$ cat config.mk
export PLATFORM = sky130hd
export DESIGN_NAME = seq_calculator
export DESIGN_NICKNAME = d
export VERILOG_FILES = /design/src/rtl/seq_calculator.sv
export SDC_FILE = /design/constraint.sdc
export NUM_CORES = 1
export LEC_CHECK = 0
export CAP_MARGIN = 10
export CORE_UTILIZATION = 50
export CTS_CLUSTER_DIAMETER = 120
export CTS_CLUSTER_SIZE = 28
export DETAILED_ROUTE_END_ITERATION = 8
export PLACE_DENSITY = 0.87
export RECOVER_POWER = 50
export SLEW_MARGIN = 20
export SYNTH_ARGS = -nofsm -noshare
export SYNTH_HDL_FRONTEND = slang
export SYNTH_SLANG_ARGS = --single-unit
$ cat constraint.sdc
create_clock -name clk_pi -period 2.1 [get_ports clk_pi]
set_input_delay 0.315 -clock clk_pi [delete_from_list [all_inputs] [get_ports clk_pi]]
set_output_delay 0.315 -clock clk_pi [all_outputs]
set_load 0.005 [all_outputs]
$ cat src/rtl/seq_calculator.sv
// Sequential calculator: latches operands on start, runs concat/add/sub in one
// cycle and shift-add multiply / restoring divide one bit per cycle.
//
//  state | meaning
//  ------+-----------------------------------------------------------
//  IDLE  | waiting for start_pi; result/ovflw hold the last completed op
//  EXEC  | op accepted, busy; iterative ops advance one bit per cycle
module seq_calculator #(
    parameter int WIDTH = 4,
    parameter int CNT_W = 16
) (
    input  logic                 clk_pi,
    input  logic                 rst_n_pi,
    input  logic                 start_pi,
    input  logic [WIDTH-1:0]     data1_pi,
    input  logic [WIDTH-1:0]     data2_pi,
    input  logic [3:0]           op_pi,
    input  logic [CNT_W-1:0]     counter_pi,
    output logic                 busy_po,
    output logic                 done_po,
    output logic [2*WIDTH-1:0]   result_po,
    output logic                 ovflw_po
);

    localparam int RW = 2 * WIDTH;
    localparam int SW = $clog2(WIDTH) + 1;

    localparam logic [3:0] OP_CAT = 4'b0000;
    localparam logic [3:0] OP_ADD = 4'b0001;
    localparam logic [3:0] OP_SUB = 4'b0010;
    localparam logic [3:0] OP_MUL = 4'b0100;
    localparam logic [3:0] OP_DIV = 4'b1000;

    typedef enum logic {IDLE, EXEC} state_t;

    state_t          state_q;
    logic [WIDTH-1:0] a_q, b_q;
    logic [3:0]      op_q;
    logic [RW-1:0]   cnt_q;
    logic [RW-1:0]   acc_q;
    logic [SW-1:0]   step_q;
    logic [RW-1:0]   result_q;
    logic            ovflw_q;
    logic            busy_q;
    logic            done_q;

    logic [WIDTH:0]   mul_sum_d;
    logic [RW-1:0]    mul_d;
    logic [WIDTH:0]   div_sh_d;
    logic [WIDTH-1:0] div_sub_d;
    logic             div_ge_d;
    logic [RW-1:0]    div_d;
    logic [WIDTH:0]   add_d;
    logic             last_step_d;
    logic [RW-1:0]    res_d;
    logic             ovf_d;
    logic             fin_d;

    generate
        if (CNT_W > RW) begin : g_cnt_hi
            logic cnt_hi_unused;
            assign cnt_hi_unused = ^counter_pi[CNT_W-1:RW];
        end
    endgenerate

    // Iterative datapath. For mul acc_q = {partial sum, remaining multiplier bits};
    // for div acc_q = {partial remainder, dividend bits shifting into quotient}.
    always_comb begin
        mul_sum_d   = {1'b0, acc_q[RW-1:WIDTH]} +
                      (acc_q[0] ? {1'b0, a_q} : {(WIDTH+1){1'b0}});
        mul_d       = {mul_sum_d, acc_q[WIDTH-1:1]};
        div_sh_d    = {acc_q[RW-1:WIDTH], acc_q[WIDTH-1]};
        div_ge_d    = (div_sh_d >= {1'b0, b_q});
        div_sub_d   = div_sh_d[WIDTH-1:0] - b_q;
        div_d       = {(div_ge_d ? div_sub_d : div_sh_d[WIDTH-1:0]),
                       acc_q[WIDTH-2:0], div_ge_d};
        add_d       = {1'b0, a_q} + {1'b0, b_q};
        last_step_d = (step_q == SW'(WIDTH - 1));
    end

    always_comb begin
        res_d = cnt_q;
        ovf_d = 1'b0;
        fin_d = 1'b1;
        case (op_q)
            OP_CAT: res_d = {a_q, b_q};
            OP_ADD: begin
                res_d = {{WIDTH{1'b0}}, add_d[WIDTH-1:0]};
                ovf_d = add_d[WIDTH];
            end
            OP_SUB: begin
                res_d = {{WIDTH{1'b0}}, a_q - b_q};
                ovf_d = (a_q < b_q);
            end
            OP_MUL: begin
                res_d = mul_d;
                fin_d = last_step_d;
            end
            // Divide by zero naturally yields quotient all ones, remainder = dividend.
            OP_DIV: begin
                res_d = div_d;
                ovf_d = (b_q == '0);
                fin_d = last_step_d;
            end
            default: ;
        endcase
    end

    always_ff @(posedge clk_pi) begin
        if (!rst_n_pi) begin
            state_q  <= IDLE;
            a_q      <= '0;
            b_q      <= '0;
            op_q     <= '0;
            cnt_q    <= '0;
            acc_q    <= '0;
            step_q   <= '0;
            result_q <= '0;
            ovflw_q  <= 1'b0;
            busy_q   <= 1'b0;
            done_q   <= 1'b0;
        end else begin
            done_q <= 1'b0;
            case (state_q)
                IDLE: begin
                    if (start_pi) begin
                        a_q     <= data1_pi;
                        b_q     <= data2_pi;
                        op_q    <= op_pi;
                        cnt_q   <= counter_pi[RW-1:0];
                        acc_q   <= (op_pi == OP_DIV) ? {{WIDTH{1'b0}}, data1_pi}
                                                     : {{WIDTH{1'b0}}, data2_pi};
                        step_q  <= '0;
                        busy_q  <= 1'b1;
                        state_q <= EXEC;
                    end
                end
                EXEC: begin
                    step_q <= step_q + SW'(1);
                    if (op_q == OP_MUL) begin
                        acc_q <= mul_d;
                    end else if (op_q == OP_DIV) begin
                        acc_q <= div_d;
                    end
                    if (fin_d) begin
                        result_q <= res_d;
                        ovflw_q  <= ovf_d;
                        done_q   <= 1'b1;
                        busy_q   <= 1'b0;
                        state_q  <= IDLE;
                    end
                end
                default: state_q <= IDLE;
            endcase
        end
    end

    assign busy_po   = busy_q;
    assign done_po   = done_q;
    assign result_po = result_q;
    assign ovflw_po  = ovflw_q;

endmodule
### Cells by drive strength, run 1

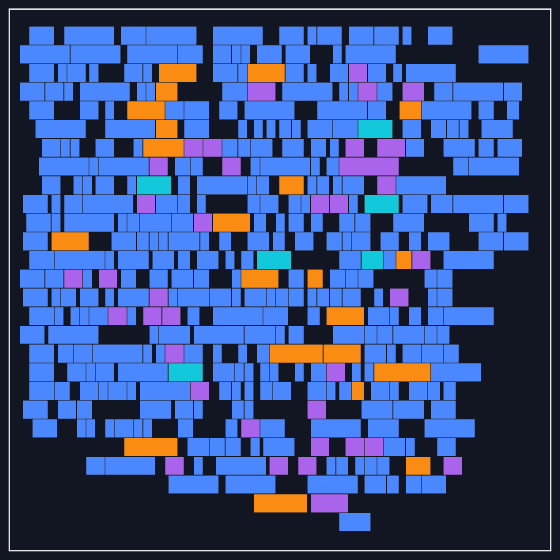
x1 and smaller -> blue  # cells 345
x3 and x4 -> purple  # cells 37
x6 and larger -> cyan  # cells 6
x2 -> orange  # cells 21

### Logic cells by family, run 1

Scale bar: 20 um.
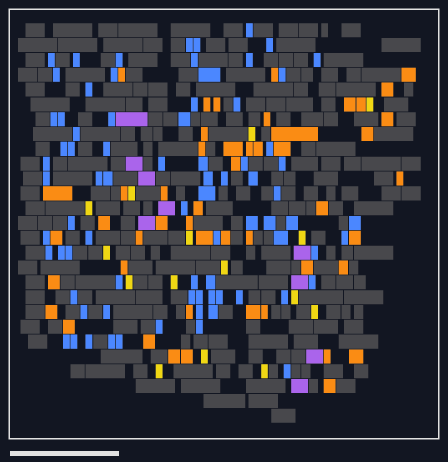
inv cells -> yellow  # cells 15, most used inv_1
xor and xnor cells -> purple  # cells 9, most used xnor2_1
nand cells -> blue  # cells 77, most used nand2_1
nor cells -> orange  # cells 49, most used nor2_1

==> metrics.csv, run 1 <==
metric,value,unit
stdcell_area,3600,um2
post-cts-setup-buffers,0,
pre_cts_slack,-0.0377,ns
drtAntennaViolNets,0,
synth_flops,43,
flop_cell,dfxtp_1,
fp.dieH,78.5,um
critical_path_arrival,2.31,ns
edf_count,0,
whs,0.456,ns
stdcell_count,481,
ir_worst_vdd,423,uV
cts_made_buffers,5,
grt_overflow,0,
slew_headroom,52.4,%
worst_slack,0.0486,ns
finalMaxSlewViolations,0,
antenna_found_initial,0,
outcome,finished clean,
fin_setup_tns,0,ns
via_per_inst,5.79,
worst_setup_path_start_kind,register,
grt_pass1_wl,13000,um
htreeDepth,2,
cts_tree,built,
drt_wl_total,7880,um
syn_inst,359,
nets,461,
cp_max_fo,2,
dieArea,6170,um2
### Congestion heat map, run 1

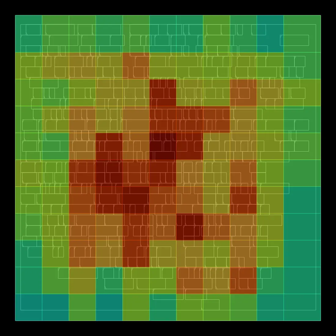
M2 GR Usage: 44.5%
GR met1 Demand/Resource: 34.7%
Core Util, Final: 64.6%

### Signal wires on met3, run 1

Cells faint in the background.
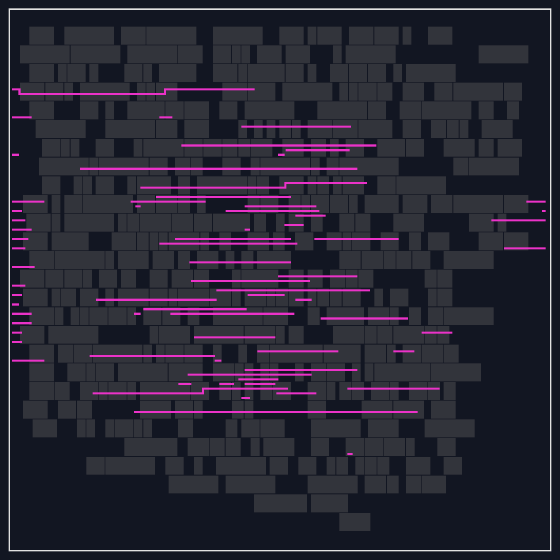
nets with wire on the layer = 55
longest straight run = 40.9 um
wire length on this layer = 644 um

run 1: timing repair:
| item | in CTS | in global routing |
|---|---|---|
| setup endpoints to repair | 1 | 8 |
| pin swaps | 0 | 3 |
| gates resized | 1 | 11 |
run 1: logic make-up after synthesis:
logic type                 after synthesis  synth area share (%)
DFF                                     43                  29.4
AOI/OAI and AO/OA                      100                  24.4
xor gates and xnor gates                 9                  2.95
buffers and inverters                   39                  6.07
muxes                                    6                  2.09
and+or+nand+nor                        138                  24.0
adders and majority gates               24                  11.1
run 1: layout make-up:
type,instances,area [um2]
Inverter,15,56.3
Multi-Input combinational cell,277,1920
Timing Repair Buffer,66,577
Clock inverter,3,23.8
Tap cell,72,90.1
Clock buffer,5,68.8
Fill cell,484,1980
Sequential cell,43,865
run 1: critical path, cell delays in order (launching register included):
cell	delay, ns
dfxtp_2	0.34
and2_1	0.13
ha_2	0.17
inv_1	0.06
fa_2	0.39
nor2b_1	0.13
o21a_1	0.12
nor3_1	0.06
or4_1	0.41
o21ai_1	0.09
a22o_1	0.12
run 1: cells in the mapped netlist (all sizes together), types with 2 or more instances:
library cell  count  area, um2
nand2            65        254
dfxtp            43        861
a21boi           21        158
a21oi            21        113
nor2             19       73.8
ha               18        225
inv              15       56.3
o21ai            15       78.8
nor2b            14       87.6
clkbuf           13       48.8
buf              11       72.6
and2              7       46.3
nor3              7       40.0
xnor2             7       68.8
a211oi            6       45.0
nand3             6       30.0
mux2i             5       50.1
o21a              5       37.5
a221oi            4       35.0
fa                4       80.1
nand2b            4       25.0
nor4b             4       56.3
a22o              3       26.3
a311oi            3       26.3
nor3b             3       22.5
o211ai            3       22.5
o221ai            3       45.0
o22ai             3       18.8
and3              2       12.5
maj3              2       20.0
nor4              2       12.5
o21bai            2       15.0
xor2              2       17.5
run 1: sequential cells by signal, summed over array words and instances (netlist names):
signal,cells
state_q,1
cnt_q,8
result_po,8
a_q,4
ovflw_po,1
busy_po,1
op_q,4
done_po,1
acc_q,8
b_q,4
step_q,3
run 1: routing by layer:
| layer | vias up | global-route usage, % | share of wire (%) |
|---|---|---|---|
| li1 | 1360 | - | - |
| met1 | 1295 | 34.7 | 41 |
| met2 | 112 | 44.5 | 48 |
| met3 | 20 | 6.86 | 8.2 |
| met4 | 0 | 10.4 | 2.5 |
| met5 | - | 0 | 0 |
run 1: path summary, 6_finish.rpt:
kind / startpoint / depth (start not counted) / to / slack [ns]
worst min register to register: result_po[0] / 2 / result_po[0] / 0.46
worst min-delay path: result_po[0] / 2 / result_po[0] / 0.46
worst max-delay path: a_q[0] / 10 / result_po[7] / 0.05
worst max register to register: a_q[0] / 10 / result_po[7] / 0.05
run 1: power breakdown:
group | switching, mW | internal [mW]
clock | 0.319 | 0.238
sequential | 0.0510 | 0.869
combinational | 0.331 | 0.302
## Run 2: what changed since run 1
RECOVER_POWER = default   (was 50)
### Clock network drawn from the DEF, run 2

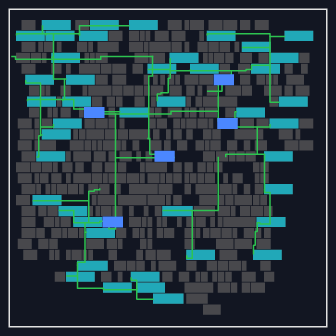
clock-net drivers -> blue  # count 5
flip-flops -> cyan  # count 43
clock wires -> green  # length 563 um
routed clock nets = 6
flops lie = spread over the die

==> run 2 against run 1 <==
Effect of this change:
- register-to-register slack about the same
- largest power group unchanged
- clock skew fell by 0.0014 ns
- combinational power increased by 2%
- highest routed layer unchanged
- non-clock buffer count unchanged
- critical path type unchanged
- power increased by 0.50%
==> metrics.csv, run 2 <==
metric,value,unit,change
outcome,finished clean,,
postSynthSeqShare,29.4,%,
drt-pass1-iter-count,4,,
top_area_share,29.4,%,unchanged
fin_util,64.8,%,+0.25 points
top_cell,nand2_1,,
synth-compound-area-share,24.4,%,unchanged
cts_made_buffers,5,,unchanged
rsz0062_at_grt,true,,
top_logic_kind,AND-OR/OR-AND gates,,
flop_cell,dfxtp_1,,
area_leaders,"dfxtp_1, nand2_1, ha_1",,
drt_wl_total,7820,um,-0.66%
nets,461,,unchanged
path_delay_family,simple AND/OR/NAND/NOR gates,,
largest_area_cell,dfxtp_1,,
dieArea,6170,um2,unchanged
synth-adder-area-share,11.1,%,unchanged
crit_path_top_delay_cell,or4_1,,
slew_headroom,64.8,%,+12 points
grt_overflow,0,,unchanged
drc_errors,0,,
syn-num-nets,412,,
crit_chain,and2_1 -> ha_2 -> inv_1 -> fa_2 -> nor2b_1 -> o21a_1 -> nor3_1 -> or4_1 -> o21ai_1 -> a22o_1,,
cp_max_fo,2,,unchanged
finalMaxSlewViolations,0,,unchanged
synth_flops,43,,unchanged
fp.dieH,78.5,um,unchanged
fillers,480,,-0.83%
via_per_inst,5.79,,about the same
post-cts-setup-buffers,0,,unchanged
grt_pass1_wl,13000,um,unchanged
stdcell_count,481,,unchanged
xor_area_share,2.95,%,unchanged
cts_tree,built,,
ir_worst_vdd,423,uV,about the same
critical_path_arrival,2.31,ns,about the same
ys_sh_simple,24.0,%,unchanged
edf_count,0,,unchanged
mux_area_share,2.09,%,unchanged
antenna_found_initial,0,,unchanged
cp_num_buf_inv,1,,unchanged
top_cells_by_count,"nand2_1, dfxtp_1, a21boi_0, a21oi_1",,
drtAntennaViolNets,0,,unchanged
[run 2: cell counts after synthesis]
No cell type changed its count.
[run 2: power by group]
group	internal [mW]	leakage (nW)	total, mW	switching, mW
Sequential	0.869	0.353	0.921	0.0518
Clock	0.238	0.0408	0.555	0.317
Combinational	0.314	0.989	0.645	0.331
Total	1.42	1.38	2.12	0.700
[run 2: what timing repair did]
| action | CTS | global route |
|---|---|---|
| gates resized | 1 | 11 |
| endpoints found under the setup margin | 1 | 8 |
| pin swaps | 0 | 3 |
[run 2: cell type report]
cell class,instances,area (um2),share of cell area (%)
Multi-Input combinational cell,277,1920,53.1
Sequential cell,43,865,23.9
Timing Repair Buffer,66,591,16.3
Tap cell,72,90.1,2.49
Clock buffer,5,68.8,1.91
Inverter,15,56.3,1.56
Clock inverter,3,23.8,0.658
[run 2: cell families after synthesis]
logic type,Yosys count
buf+inv,39
flops,43
compound gates,100
mux,6
fa+ha+maj,24
xor+xnor,9
simple gates,138
[run 2: path summary, 6_finish.rpt]
path              slack, ns      endpoint  cells after the start    startpoint
setup / recovery       0.05  result_po[7]                     10        a_q[0]
hold / removal         0.46  result_po[0]                      2  result_po[0]
setup reg to reg       0.05  result_po[7]                     10        a_q[0]
hold reg to reg        0.46  result_po[0]                      2  result_po[0]
[run 2: layer usage]
metal,part of all wire (%),wire length [um],up-vias,track usage (%)
met5,0,0,-,0
met4,2.5,198,0,10.4
met3,8.6,670,20,6.86
met2,48,3780,125,44.5
met1,41,3170,1280,34.7
li1,-,-,1360,-
[run 2: worst min-delay path: cells and delay by family, from the launching register on]
kind,cells,cell delay [ns]
and+or+nand+nor,1,0.05
DFF,1,0.32
AOI/OAI and AO/OA,1,0.05
[run 2: metrics by stage]
stage	setup TNS (ns)	hold WS (ns)	cell area (um2)	power [mW]	setup WS, ns
after floorplan	0	0.443	2930	1.31	0.00402
after global placement	0	0.446	3490	1.54	0.00644
after detailed placement	-0.0377	0.450	3490	1.56	-0.0377
after CTS	0	0.465	3580	2.11	0.00279
after global routing	-0.0699	0.492	3610	2.23	-0.0558
final	0	0.461	3610	2.12	0.0528
## Run 3: what changed since run 2
CORE_ASPECT_RATIO = 1.1   (was default)
### Clock network drawn from the DEF, run 3

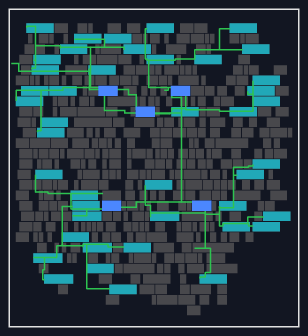
clock-net drivers -> blue  # count 5
clock wires -> green  # length 546 um
flip-flops -> cyan  # count 43
flops lie = spread over the die
Late-Pin Clk Latency: 0.30 ns
Setup Skew: 0.00298 ns

==> run 3 against run 2 <==
Effect of this change:
- critical path depth fell by 1
- final area rose by 3.5%
- critical path type unchanged
- sequential share of layout area fell by 0.75 points
- critical endpoint is now result_po[4]
- cell count rose by 1.5%
==> metrics.csv, run 3 <==
metric,value,unit,change
fp.dieH,82.3,um,+4.8%
r2r_cells,9,,-1
synth_flops,43,,unchanged
critical_path_arrival,2.22,ns,-0.09 ns
placed_area,3510,um2,+0.75%
p_clk_share,29.8,%,+3.6 points
p_int,1.59,mW,+12%
outcome,finished clean,,
rsz0062_at_grt,true,,
cts_made_buffers,5,,unchanged
nets,465,,+0.87%
top_area_share,29.4,%,unchanged
worstHoldPathCells,2,,unchanged
dieArea,6170,um2,about the same
holdPathEnd,result_po[0],,
p_comb_share,30.0,%,-0.4 points
grt_pass1_wl,12800,um,-1.1%
area_leaders,"dfxtp_1, nand2_1, ha_1",,
switchingPower,0.705,mW,+0.73%
top_cell,nand2_1,,
min_from,result_po[0],,
rr_startpoint,acc_q[3],,
slew_headroom,57.0,%,-7.7 points
grt_overflow,0,,unchanged
ir_worst_vdd,546,uV,+29%
via_per_inst,5.84,,+0.80%
finalMaxSlewViolations,0,,unchanged
largest_area_cell,dfxtp_1,,
top_cells_by_count,"nand2_1, dfxtp_1, a21boi_0, a21oi_1",,
postSynthSeqShare,29.4,%,unchanged
p_total,2.30,mW,+8.4%
whs,0.467,ns,+0.00681 ns
syn-num-nets,412,,unchanged
flop_cell,dfxtp_1,,
run 3: cell counts after synthesis:
Identical to the previous run, type by type.
run 3: worst max-delay path, cell delays in order (launching register included):
cell and delay (ns):
dfxtp_1 0.37, inv_1 0.09, ha_1 0.34, o21ai_1 0.09, a22o_2 0.31, buf_6 0.14, mux2i_4 0.18, buf_4 0.14
a22oi_1 0.18, a21oi_2 0.07
run 3: worst max-delay path by stage:
stage	from	to	slack [ns]	cells past startpoint
6_report	acc_q[3]	result_po[4]	0.07	9
5_1_grt	acc_q[4]	result_po[4]	-0.01	9
4_1_cts	a_q[0]	result_po[7]	-0.02	10
3_5_place_dp	a_q[0]	result_po[7]	-0.05	10
3_3_place_gp	a_q[0]	result_po[7]	-0.01	10
2_1_floorplan	acc_q[0]	result_po[7]	0.004	10
run 3: kinds of logic (layout without fill, tap and decap cells):
family          Yosys count  count (layout)  share of synthesized area [%]
xor+xnor                  9               9                           2.95
flops                    43              43                           29.4
compound gates          100             100                           24.4
mux                       6               6                           2.09
simple gates            138             138                           24.0
fa+ha+maj                24              24                           11.1
buf+inv                  39              93                           6.07
run 3: final cells by class:
| cell class | count | area, um2 | area share (%) |
|---|---|---|---|
| inverters | 15 | 56.3 | 1.51 |
| well taps | 75 | 93.8 | 2.51 |
| multi-input cells | 277 | 1980 | 53.0 |
| flip-flops and latches | 43 | 867 | 23.2 |
| clock buffers | 6 | 82.6 | 2.21 |
| repair buffers | 70 | 624 | 16.7 |
| clock inverters | 2 | 35.0 | 0.937 |
run 3: power by group through the flow:
stage,clock network (mW),registers (mW),logic [mW]
finish,0.686,0.922,0.691
global route,0.720,0.930,0.748
detailed placement,0,0.937,0.621
floorplan,0,0.924,0.388
global placement,0,0.935,0.605
CTS,0.684,0.918,0.628
run 3: timing repair:
item | in CTS | in global routing
hold buffers | 0 | 0
resized | 3 | 26
buffers inserted | 0 | 1
endpoints found under the setup margin | 4 | 9
pin swaps | 0 | 11
run 3: per-layer routing:
metal  GRT usage (%)  part of all wire, %  up-vias
met5               0                    0        -
met4            11.5                  3.5        0
met3            5.83                  8.6       31
met2            46.7                   49      122
met1            34.0                   39     1336
li1                -                    -     1359
run 3: metrics by stage:
step                      util (%)  instances  worst slack [ns]  setup TNS (ns)
after floorplan                  -        359           0.00402               0
after global placement        63.9        479           -0.0127         -0.0127
after detailed placement      63.9        479           -0.0471         -0.0471
after CTS                     66.1        487           -0.0182         -0.0182
after global routing          68.0        488          -0.00952         -0.0238
final                         68.0        488            0.0740               0
Power is estimated from default activity; no workload was simulated.
